## src/rtl/sw_lap_timer.sv

```systemverilog
// ---------------------------------------------------------------------------
// sw_lap_timer
//   Stopwatch timing core with a circular lap-capture buffer. Counts
//   hour:min:sec:msec at TICK_HZ resolution and stores up to LAP_DEPTH lap
//   snapshots that can be browsed oldest-first.
//
// Parameters
//   CLK_FREQ_HZ : system clock frequency (Hz)
//   TICK_HZ     : sub-second count rate; CLK_FREQ_HZ / TICK_HZ integer >= 1
//   HOUR_MAX    : hour field wraps HOUR_MAX-1 -> 0 (1..32)
//   LAP_DEPTH   : lap entries, power of two, 2..64
//
// Ports
//   clk, rst     : clock, synchronous active-high reset
//   i_run        : level, 1 = counting, 0 = hold
//   i_clear      : pulse, zero time, divider and lap buffer
//   i_lap        : pulse, capture o_time into the lap buffer
//   i_lap_next   : pulse, advance browse index (modulo stored count)
//   o_time       : live time {hour[23:19], min[18:13], sec[12:7], msec[6:0]}
//   o_lap_time   : lap entry at browse index (0 when buffer empty)
//   o_lap_idx    : browse index, oldest entry = 0
//   o_lap_count  : number of stored laps
//   o_lap_full   : o_lap_count == LAP_DEPTH
//
// Build option
//   SW_LAP_OVERWRITE_EN : when defined, a lap into a full buffer overwrites
//                         the oldest entry; otherwise it is dropped.
// ---------------------------------------------------------------------------
module sw_lap_timer #(
   parameter int CLK_FREQ_HZ = 100_000_000,
   parameter int TICK_HZ     = 100,
   parameter int HOUR_MAX    = 24,
   parameter int LAP_DEPTH   = 8
) (
   input  logic                         clk,
   input  logic                         rst,
   input  logic                         i_run,
   input  logic                         i_clear,
   input  logic                         i_lap,
   input  logic                         i_lap_next,
   output logic [23:0]                  o_time,
   output logic [23:0]                  o_lap_time,
   output logic [$clog2(LAP_DEPTH)-1:0] o_lap_idx,
   output logic [$clog2(LAP_DEPTH):0]   o_lap_count,
   output logic                         o_lap_full
);

   localparam int DIV = CLK_FREQ_HZ / TICK_HZ;
   localparam int DW  = (DIV > 1) ? $clog2(DIV) : 1;
   localparam int PW  = $clog2(LAP_DEPTH);
   localparam int CW  = PW + 1;

   localparam logic [DW-1:0] DIV_LAST   = DW'(DIV - 1);
   // Rates above 100 Hz still display in a two-digit field: msec stops at 99.
   localparam logic [6:0]    MSEC_LAST  = (TICK_HZ > 100) ? 7'd99 : 7'(TICK_HZ - 1);
   localparam logic [4:0]    HOUR_LAST  = 5'(HOUR_MAX - 1);
   localparam logic [CW-1:0] COUNT_FULL = CW'(LAP_DEPTH);

`ifdef SW_LAP_OVERWRITE_EN
   localparam bit OVERWRITE = 1'b1;
`else
   localparam bit OVERWRITE = 1'b0;
`endif

   // ------------------------------------------------------------------
   // State
   // ------------------------------------------------------------------
   logic [DW-1:0] div_q;
   logic [4:0]    hour_q, hour_d;
   logic [5:0]    min_q,  min_d;
   logic [5:0]    sec_q,  sec_d;
   logic [6:0]    msec_q, msec_d;

   logic [23:0]   entry_q [LAP_DEPTH];
   logic [PW-1:0] wr_ptr_q;
   logic [PW-1:0] base_q;
   logic [CW-1:0] count_q;
   logic [PW-1:0] idx_q, idx_d;
   logic [23:0]   lap_time_q;

   logic          tick;
   logic          full;
   logic          lap_wr;
   logic [PW-1:0] rd_ptr;

   assign tick   = i_run && (div_q == DIV_LAST);
   assign full   = (count_q == COUNT_FULL);
   assign lap_wr = i_lap && (!full || OVERWRITE);
   // Power-of-two depth: pointer arithmetic wraps naturally.
   assign rd_ptr = base_q + idx_q;

   // ------------------------------------------------------------------
   // Time fields: the whole carry chain resolves within the tick cycle.
   // ------------------------------------------------------------------
   always_comb begin
      hour_d = hour_q;
      min_d  = min_q;
      sec_d  = sec_q;
      msec_d = msec_q;
      if (tick) begin
         if (msec_q == MSEC_LAST) begin
            msec_d = 7'd0;
            if (sec_q == 6'd59) begin
               sec_d = 6'd0;
               if (min_q == 6'd59) begin
                  min_d = 6'd0;
                  if (hour_q == HOUR_LAST) begin
                     hour_d = 5'd0;
                  end else begin
                     hour_d = hour_q + 5'd1;
                  end
               end else begin
                  min_d = min_q + 6'd1;
               end
            end else begin
               sec_d = sec_q + 6'd1;
            end
         end else begin
            msec_d = msec_q + 7'd1;
         end
      end
   end

   // ------------------------------------------------------------------
   // Browse index: advances against the count held before this cycle's
   // capture, so a simultaneous lap does not widen the modulus yet.
   // A full-buffer overwrite keeps count at LAP_DEPTH, so idx stays legal.
   // ------------------------------------------------------------------
   always_comb begin
      idx_d = idx_q;
      if (i_lap_next && (count_q != '0)) begin
         if ((CW'(idx_q) + CW'(1)) == count_q) begin
            idx_d = '0;
         end else begin
            idx_d = idx_q + PW'(1);
         end
      end
   end

   // ------------------------------------------------------------------
   // Registers
   // ------------------------------------------------------------------
   always_ff @(posedge clk) begin
      if (rst || i_clear) begin
         div_q      <= '0;
         hour_q     <= '0;
         min_q      <= '0;
         sec_q      <= '0;
         msec_q     <= '0;
         wr_ptr_q   <= '0;
         base_q     <= '0;
         count_q    <= '0;
         idx_q      <= '0;
         lap_time_q <= '0;
      end else begin
         // Divider holds its value while stopped so a restart loses no tick.
         if (i_run) begin
            div_q <= (div_q == DIV_LAST) ? '0 : div_q + DW'(1);
         end
         hour_q <= hour_d;
         min_q  <= min_d;
         sec_q  <= sec_d;
         msec_q <= msec_d;

         if (lap_wr) begin
            wr_ptr_q <= wr_ptr_q + PW'(1);
            if (full) begin
               base_q <= base_q + PW'(1);
            end else begin
               count_q <= count_q + CW'(1);
            end
         end

         idx_q      <= idx_d;
         lap_time_q <= (count_q == '0) ? 24'd0 : entry_q[rd_ptr];
      end
   end

   // Lap storage has no reset: entries are only visible below count_q.
   always_ff @(posedge clk) begin
      if (!rst && !i_clear && lap_wr) begin
         entry_q[wr_ptr_q] <= o_time;
      end
   end

   assign o_time      = {hour_q, min_q, sec_q, msec_q};
   assign o_lap_time  = lap_time_q;
   assign o_lap_idx   = idx_q;
   assign o_lap_count = count_q;
   assign o_lap_full  = full;

endmodule

```

## config.mk

```make
export PLATFORM = sky130hd
export DESIGN_NAME = sw_lap_timer
export DESIGN_NICKNAME = d
export VERILOG_FILES = /design/src/rtl/sw_lap_timer.sv
export SDC_FILE = /design/constraint.sdc
export NUM_CORES = 1
export LEC_CHECK = 0
export CORE_MARGIN = 2
export CORE_UTILIZATION = 53
export DETAILED_ROUTE_END_ITERATION = 6
export PLACE_DENSITY = 0.75
export SLEW_MARGIN = 20
export SYNTH_ARGS = -nofsm -noshare
export SYNTH_HDL_FRONTEND = slang
export SYNTH_SLANG_ARGS = --single-unit
export TNS_END_PERCENT = 30
```

## constraint.sdc

```tcl
create_clock -name clk -period 3.6 [get_ports clk]
set_clock_uncertainty 0.1 [all_clocks]
set_input_delay 0.36 -clock clk [delete_from_list [all_inputs] [get_ports clk]]
set_output_delay 0.36 -clock clk [all_outputs]
set_load 0.02 [all_outputs]
```

==> results.cfg, run 1 <==
; generated from flow reports
[worst_setup_path]
criticalPathCategory = reg -> reg
cp.required_ps = 3990
start_kind = register
worst-r2r-cell-count = 9

[clock_network]
cts_tree = done
clk_latency_ps = 550
cts_buffer_depth = 3
clockRootBuffer = clkbuf_16
cts_resized = 0

[power_and_ir_drop]
power_frac_comb = 0.012
total_power_uw = 6190
power_density_mw_per_mm2 = 487
p_int_uw = 4960

[synth]
ys.flops = 273
synth_warnings = 0
top_cells_by_area = edfxtp_1 54%, dfxtp_1 15%, mux4_2 5.0%
synth.top_cell.area_share = 0.539

[placed_design]
pre_cts_slack_ps = 613
hpwl_um = 12800

[grt]
grt-ovfl-total = 0
grt_usage = 0.209
grt_pass1_wl_um = 35000
grt_pass1_vias = 6398

[status]
status = completed

[final_timing]
tightestPinTransition_ps = 919
whs_ps = 374

[drt]
vias = 6639
vias_per_cell = 5.71
finalWirelength_um = 22400

[job]
warnings = 27

[finish]
nets = 892

[die]
core_mm2 = 0.0197
run 1: critical path, stage by stage (launching register included):
cell and delay, ps:
dfxtp_1 430, ha_2 200, inv_1 40, fa_1 370, xnor2_1 240, xnor2_2 680
buf_4 390, nand2_1 100, nand3_1 110, o2111a_1 190
run 1: path summary, 6_finish.rpt:
| check | startpoint | endpoint | slack (ps) |
|---|---|---|---|
| min reg2reg | base_q[0] | base_q[0] | 370 |
| min | base_q[0] | base_q[0] | 370 |
| max | o_lap_idx[0] | o_lap_time[3] | 680 |
| max reg2reg | o_lap_idx[0] | o_lap_time[3] | 680 |
run 1: synthesized netlist by cell type (all sizes together):
library cell and count:
a2111o 1, a21oi 22, a41oi 1, and2 9
and3 6, and4 2, and4b 2, buf 8
clkbuf 34, dfxtp 81, edfxtp 192, fa 1
ha 10, inv 16, mux2i 3, mux4 24
nand2 125, nand2b 2, nand3 70, nand3b 3
nand4 11, nor2 48, nor2b 8, nor3 13
nor3b 1, nor4 5, nor4b 2, o2111a 23
o211ai 2, o21a 3, o21ai 14, o22ai 1
o31ai 3, or2 3, or3 7, or3b 1
or4 4, or4b 2, xnor2 17, xor2 16
run 1: registers in the layout, indices dropped and copies added, names as in the netlist:
register	cells
msec_q	7
min_q	6
hour_q	5
o_lap_idx	3
o_lap_count	4
entry_q	192
base_q	3
o_lap_time	24
div_q	20
wr_ptr_q	3
sec_q	6
run 1: layout make-up:
class,instances,area share
sequential,273,0.582
multi-input combinational,465,0.249
timing repair buffer,91,0.0678
clock buffer,35,0.0580
tap,265,0.0261
clock inverter,17,0.0130
inverter,16,0.00473
run 1: power by group through the flow:
| stage | Clock, µW | Sequential, µW | Combinational [µW] |
|---|---|---|---|
| final | 2780 | 3340 | 76.1 |
| after global routing | 2950 | 3330 | 83.3 |
| after CTS | 2810 | 3340 | 77.4 |
| after detailed placement | 0 | 3400 | 77.1 |
| after global placement | 0 | 3400 | 75.5 |
| after floorplan | 0 | 3400 | 43.8 |
run 1: per-layer routing:
layer / global-route usage / vias up / routed length [µm]
met5: 0 / - / 0
met4: 0.0597 / 0 / 658
met3: 0.0403 / 45 / 1330
met2: 0.344 / 217 / 10700
met1: 0.288 / 3282 / 9640
li1: - / 3095 / -
run 1: through the flow:
step / utilization / area (µm²) / instances
detailed placement: 0.600 / 11800 / 1110
global placement: 0.600 / 11800 / 1110
CTS: 0.646 / 12700 / 1162
finish: 0.646 / 12700 / 1162
global route: 0.646 / 12700 / 1162
floorplan: - / 10700 / 796
run 1: cell families (layout without fill, tap and decap cells):
logic type               after synthesis  count (layout)  share of synthesized area
XOR/XNOR                              33              33                     0.0270
AND-OR/OR-AND                         70              70                     0.0491
AND/OR/NAND/NOR                      324             324                      0.146
adder cells (fa/ha/maj)               11              11                     0.0136
multiplexers                          27              27                     0.0533
buffers and inverters                 58             159                     0.0210
flip-flops                           273             273                      0.690
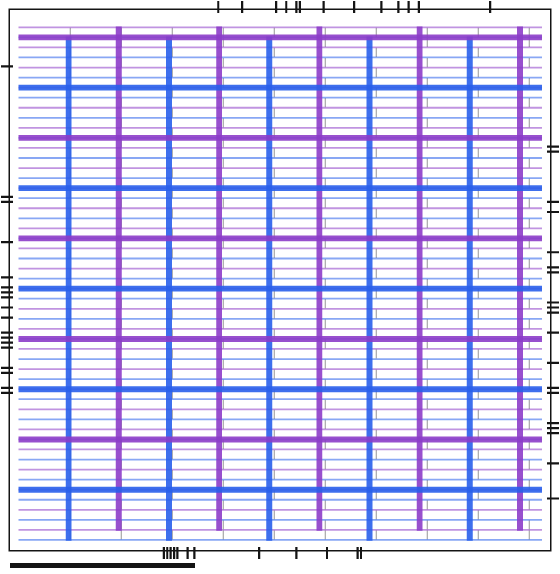
**Above:** run 1 (power grid).
Bar = 50 µm. Pins as bars on the die edge. Tap cells in gray.
legend:
  purple:
    net: VDD
  blue:
    net: VSS
met1 rails: 52
tap cells: 265
met4 straps: 10
met5 straps: 10

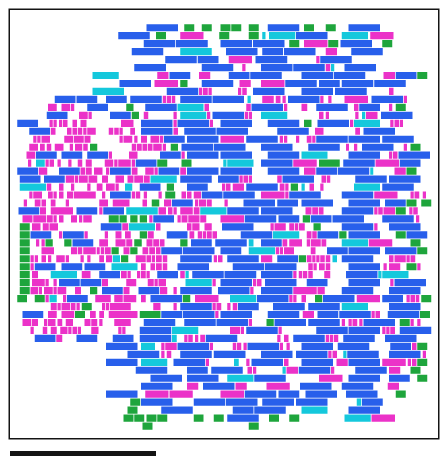
**Above:** run 1 (placement by cell class).
Bar = 50 µm.
legend:
  cyan:
    class: clock drivers and dummy loads
    cells: 52
  blue:
    class: sequential cells
    cells: 273
  magenta:
    class: combinational and other logic
    cells: 481
  green:
    class: remaining buffers and delay cells
    cells: 91

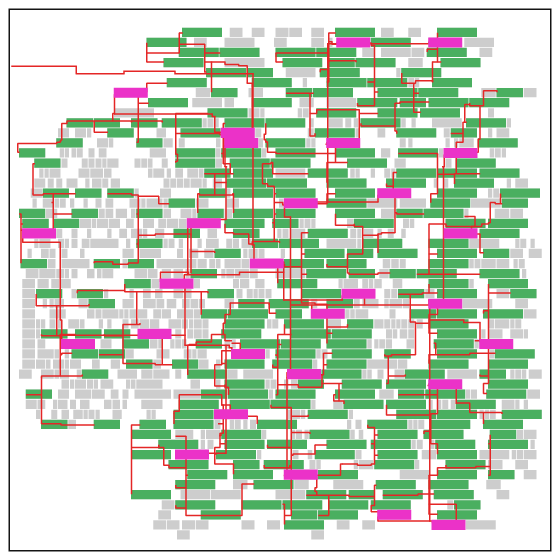
**Above:** run 1 (clock wires, drivers and flops).
legend:
  red:
    item: clock wires
    length: 2850 µm
  magenta:
    item: clock drivers
    count: 28
  green:
    item: flip-flops
    count: 273
flops lie: spread over the die
routed clock nets: 29

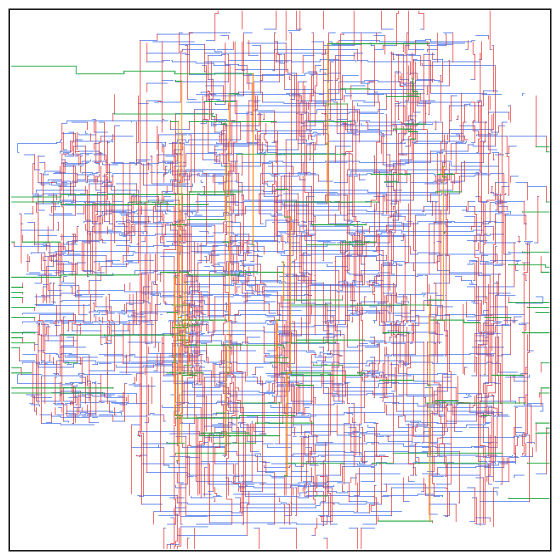
**Above:** run 1 (wiring by layer).
legend:
  green:
    layer: metal 3
    wire_length: 1330 µm
  blue:
    layer: metal 1
    wire_length: 9640 µm
  red:
    layer: metal 2
    wire_length: 10700 µm
  orange:
    layer: metal 4
    wire_length: 658 µm

==> run 2, diff against run 1 <==
Clock period 3.6 ns to 2.45 ns, I/O delays scaled along.
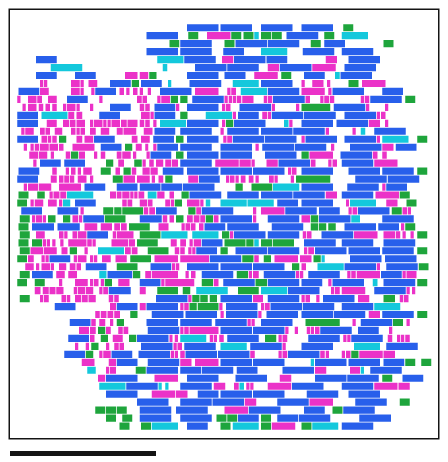
**Above:** run 2 (placement by cell class).
Bar = 50 µm.
legend:
  green:
    class: remaining buffers and delay cells
    cells: 137
  blue:
    class: sequential cells
    cells: 273
  cyan:
    class: clock drivers and dummy loads
    cells: 49
  magenta:
    class: combinational and other logic
    cells: 481

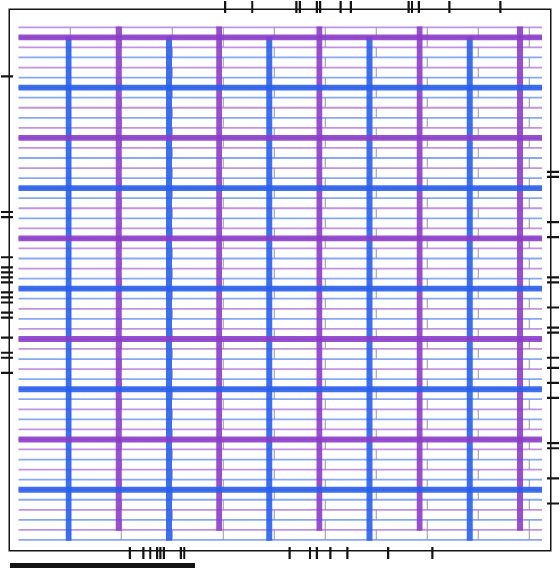
**Above:** run 2 (power grid).
Bar = 50 µm. Pins as bars on the die edge. Tap cells in gray.
legend:
  blue:
    net: VSS
  purple:
    net: VDD
rows: 51
met5 straps: 10

==> results.cfg, run 2 <==
; generated from flow reports
[final_timing]
setup-violations-final = 18
tightestPinTransition_ps = 756
timing.final.ws_setup_ps = -61.4

[power_and_ir_drop]
p_int_uw = 7170
power_frac_comb = 0.013
total_power_uw = 8960

[placed_design]
pre_cts_slack_ps = -137
hpwl_um = 13700

[synth]
synth.top_cell.area_share = 0.539
edf_count = 192
most_common_cell = edfxtp_1
top_cells_by_area = edfxtp_1 54%, dfxtp_1 15%, mux4_2 5.0%
ys.flop_type = edfxtp_1
synth_warnings = 0

[grt]
grt_pass1_vias = 6664
grt-ovfl-total = 0
grt_usage = 0.223

[worst_setup_path]
start_kind = register
path_cells = ha_4, inv_2, fa_2, xnor2_4, xor2_4, buf_6, buf_6, mux4_2, nor2_2, and4b_1
critPathTopFamily = adder cells
crit_cells = 10
worst-r2r-cell-count = 10
critPathSlowestCell = fa_2
cpMostUsedCell = buf_6
slowest_delay_ps = 370
cp.required_ps = 2760
criticalPathCategory = reg -> reg

[die]
fp.dieH_um = 146
core_mm2 = 0.0197

[finish]
nets = 937
top_register = entry_q
finalCoreUtilization = 0.679
largest_reg_flops = 192

[clock_network]
clk_latency_ps = 530
clockRootBuffer = clkbuf_16
cts_tree = done

[drt]
vias_per_cell = 5.68
finalWirelength_um = 23800
vias = 6841

[status]
violations = negative setup slack
status = complete, but fails checks

[job]
warnings = 31
run 2: layout make-up:
type,count,area share
repair buffers,137,0.109
multi-input cells,465,0.244
inverters,16,0.00450
flip-flops and latches,273,0.555
clock buffers,29,0.0512
well taps,265,0.0249
clock inverters,20,0.0121
run 2: cells by family (layout without fill, tap and decap cells):
group / after synthesis / after routing / share of synthesized area
xor gates and xnor gates: 33 / 33 / 0.0270
DFF: 273 / 273 / 0.690
muxes: 27 / 27 / 0.0533
AOI/OAI and AO/OA: 70 / 70 / 0.0491
and+or+nand+nor: 324 / 324 / 0.146
buffers and inverters: 58 / 202 / 0.0210
adders and majority gates: 11 / 11 / 0.0136
run 2: worst register-to-register path, stage by stage, from the launching register on:
cell	delay (ps)
dfxtp_2	350
ha_4	130
inv_2	30
fa_2	370
xnor2_4	220
xor2_4	240
buf_6	150
buf_6	100
mux4_2	340
nor2_2	120
and4b_1	230
run 2: timing repair:
action / CTS / global route
resized: 15 / 7
endpoints found under the setup margin: 23 / 29
gates cloned: 3 / 0
pin swaps: 3 / 5
buffers inserted: 6 / 4
run 2: worst paths after layout:
path,startpoint,end,slack [ps]
hold / removal,i_lap,o_lap_count[3],330
setup / recovery,base_q[0],o_lap_time[22],-60
hold reg to reg,base_q[1],base_q[1],380
setup reg to reg,base_q[0],o_lap_time[22],-60
run 2: layer usage:
layer	global-route usage	part of all wire	vias up
li1	-	-	3194
met1	0.299	0.41	3370
met2	0.388	0.50	243
met3	0.0369	0.070	34
met4	0.0485	0.017	0
met5	0	0	-
run 2: stage by stage:
stage          hold slack (ps)  cells  instance area (µm²)
4_1_cts                    327   1201                13300
6_report                   331   1205                13300
3_3_place_gp               352   1143                12200
2_1_floorplan              334    796                10800
5_1_grt                    365   1205                13300
3_5_place_dp               373   1143                12200
run 2: power by group through the flow:
stage	clock network [µW]	logic (µW)	registers (µW)
after floorplan	0	67.4	5000
after global placement	0	120	5000
after detailed placement	0	121	5000
after CTS	4000	122	4900
after global routing	4190	132	4900
final	3940	121	4900
==> run 3, diff against run 2 <==
Settings changed: CAP_MARGIN set to 0, GPL_ROUTABILITY_DRIVEN set to 0.
==> results.cfg, run 3 <==
; generated from flow reports
[drt]
finalWirelength_um = 23800
vias = 6841

[worst_setup_path]
r2r_start = base_q[0]
r2r_end = o_lap_time[22]
criticalPathCategory = reg -> reg
endpoint = o_lap_time[22]
cp.required_ps = 2760
start_kind = register

[finish]
nets = 937
top_register = entry_q
layout.cells.non_filler = 1205

[synth]
most_common_cell = edfxtp_1
synth.top_cell.area_share = 0.539
edf_count = 192
synth_warnings = 0
ys.flop_type = edfxtp_1

[power_and_ir_drop]
power_frac_comb = 0.013
p_int_uw = 7170

[final_timing]
tightestPinTransition_ps = 756
timing.final.ws_setup_ps = -61.4
setup-violations-final = 18

[job]
warnings = 31

[status]
violations = negative setup slack
status = complete, but fails checks

[grt]
grt_pass1_vias = 6664

[clock_network]
cts_tree = done

[placed_design]
dp_cells = 1143

[min_path]
worstHoldStart = i_lap
[run 3: cell counts after synthesis]
No cell type changed its count.
[run 3: metal layers]
layer  GRT usage  part of all wire
met1       0.299              0.41
met2       0.388              0.50
met3      0.0369             0.070
met4      0.0485             0.017
met5           0                 0
[run 3: timing repair]
item	4_1_cts	5_1_grt
cloned	3	0
resized	15	7
hold buffers	0	0
buffers inserted	6	4
endpoints found under the setup margin	23	29
pin swaps	3	5
[run 3: how the worst min path moves through the flow]
stage / endpoint / slack, ps / cells past startpoint
final: o_lap_count[3] / 330 / 4
after global routing: o_lap_count[3] / 360 / 4
after CTS: o_lap_count[3] / 330 / 4
after detailed placement: base_q[1] / 370 / 2
after global placement: base_q[0] / 350 / 1
after floorplan: base_q[0] / 330 / 1
[run 3: cells by family (layout without fill, tap and decap cells)]
group | count (synthesis) | after routing | synth area share
adders and majority gates | 11 | 11 | 0.0136
muxes | 27 | 27 | 0.0533
and+or+nand+nor | 324 | 324 | 0.146
buffers and inverters | 58 | 202 | 0.0210
DFF | 273 | 273 | 0.690
xor gates and xnor gates | 33 | 33 | 0.0270
AOI/OAI and AO/OA | 70 | 70 | 0.0491
[run 3: metrics by stage]
step | instance area, µm² | setup WS (ps) | hold slack [ps] | utilization | total power (µW)
6_report | 13300 | -61.4 | 331 | 0.679 | 8960
5_1_grt | 13300 | -119 | 365 | 0.679 | 9220
4_1_cts | 13300 | -71.2 | 327 | 0.674 | 9020
3_5_place_dp | 12200 | -137 | 373 | 0.622 | 5120
3_3_place_gp | 12200 | -31.8 | 352 | 0.622 | 5120
2_1_floorplan | 10800 | -78.8 | 334 | - | 5070
[run 3: critical path, stage by stage (launching register included)]
cell and delay [ps]:
dfxtp_2 350, ha_4 130, inv_2 30, fa_2 370, xnor2_4 220, xor2_4 240, buf_6 150, buf_6 100
mux4_2 340, nor2_2 120, and4b_1 230
[run 3: area by class of cell]
class,instances,area [µm²]
inverters,16,60.1
clock inverters,20,161
well taps,265,332
fillers,1397,6320
repair buffers,137,1450
multi-input cells,465,3250
flip-flops and latches,273,7400
clock buffers,29,683
[run 3: power groups by stage]
stage	clock, µW	sequential (µW)	combinational (µW)
after floorplan	0	5000	67.4
after global placement	0	5000	120
after detailed placement	0	5000	121
after CTS	4000	4900	122
after global routing	4190	4900	132
final	3940	4900	121
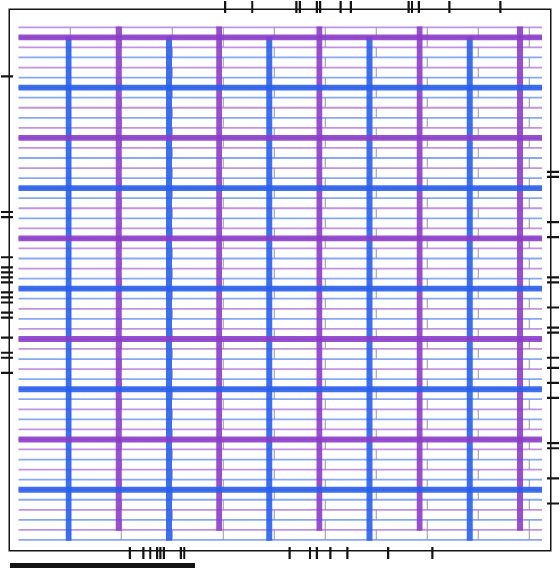
**Above:** run 3 (power grid).
Bar = 50 µm. Pins as bars on the die edge. Tap cells in gray.
legend:
  purple:
    net: VDD
  blue:
    net: VSS
signal pins: 62
met5 straps: 10
tap cells: 265
Horiz. Die Dim: 146 µm
worst vdd ir: 0.567 mV
core area: 0.0197 mm²
Die Y: 146 µm

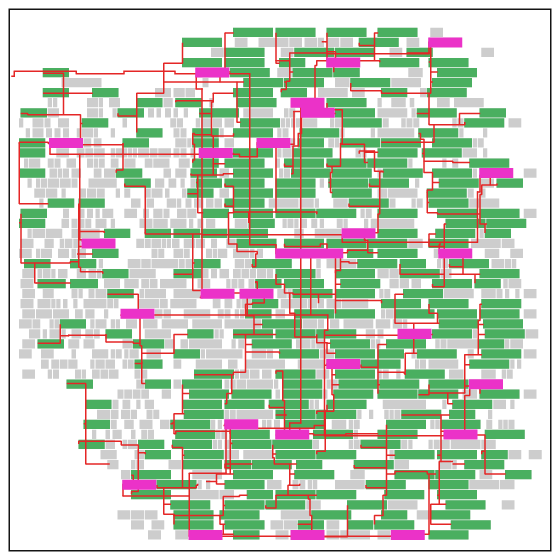
**Above:** run 3 (clock wires, drivers and flops).
legend:
  green:
    item: flip-flops
    count: 273
  red:
    item: clock wires
    length: 2900 µm
  magenta:
    item: clock drivers
    count: 27
routed clock nets: 28
Late-Pin Clk Latency: 530 ps
Clock net power: 3940 µW
Clock Power Share: 0.440

Power figures rest on the tool's default switching activity, not on a simulated workload.
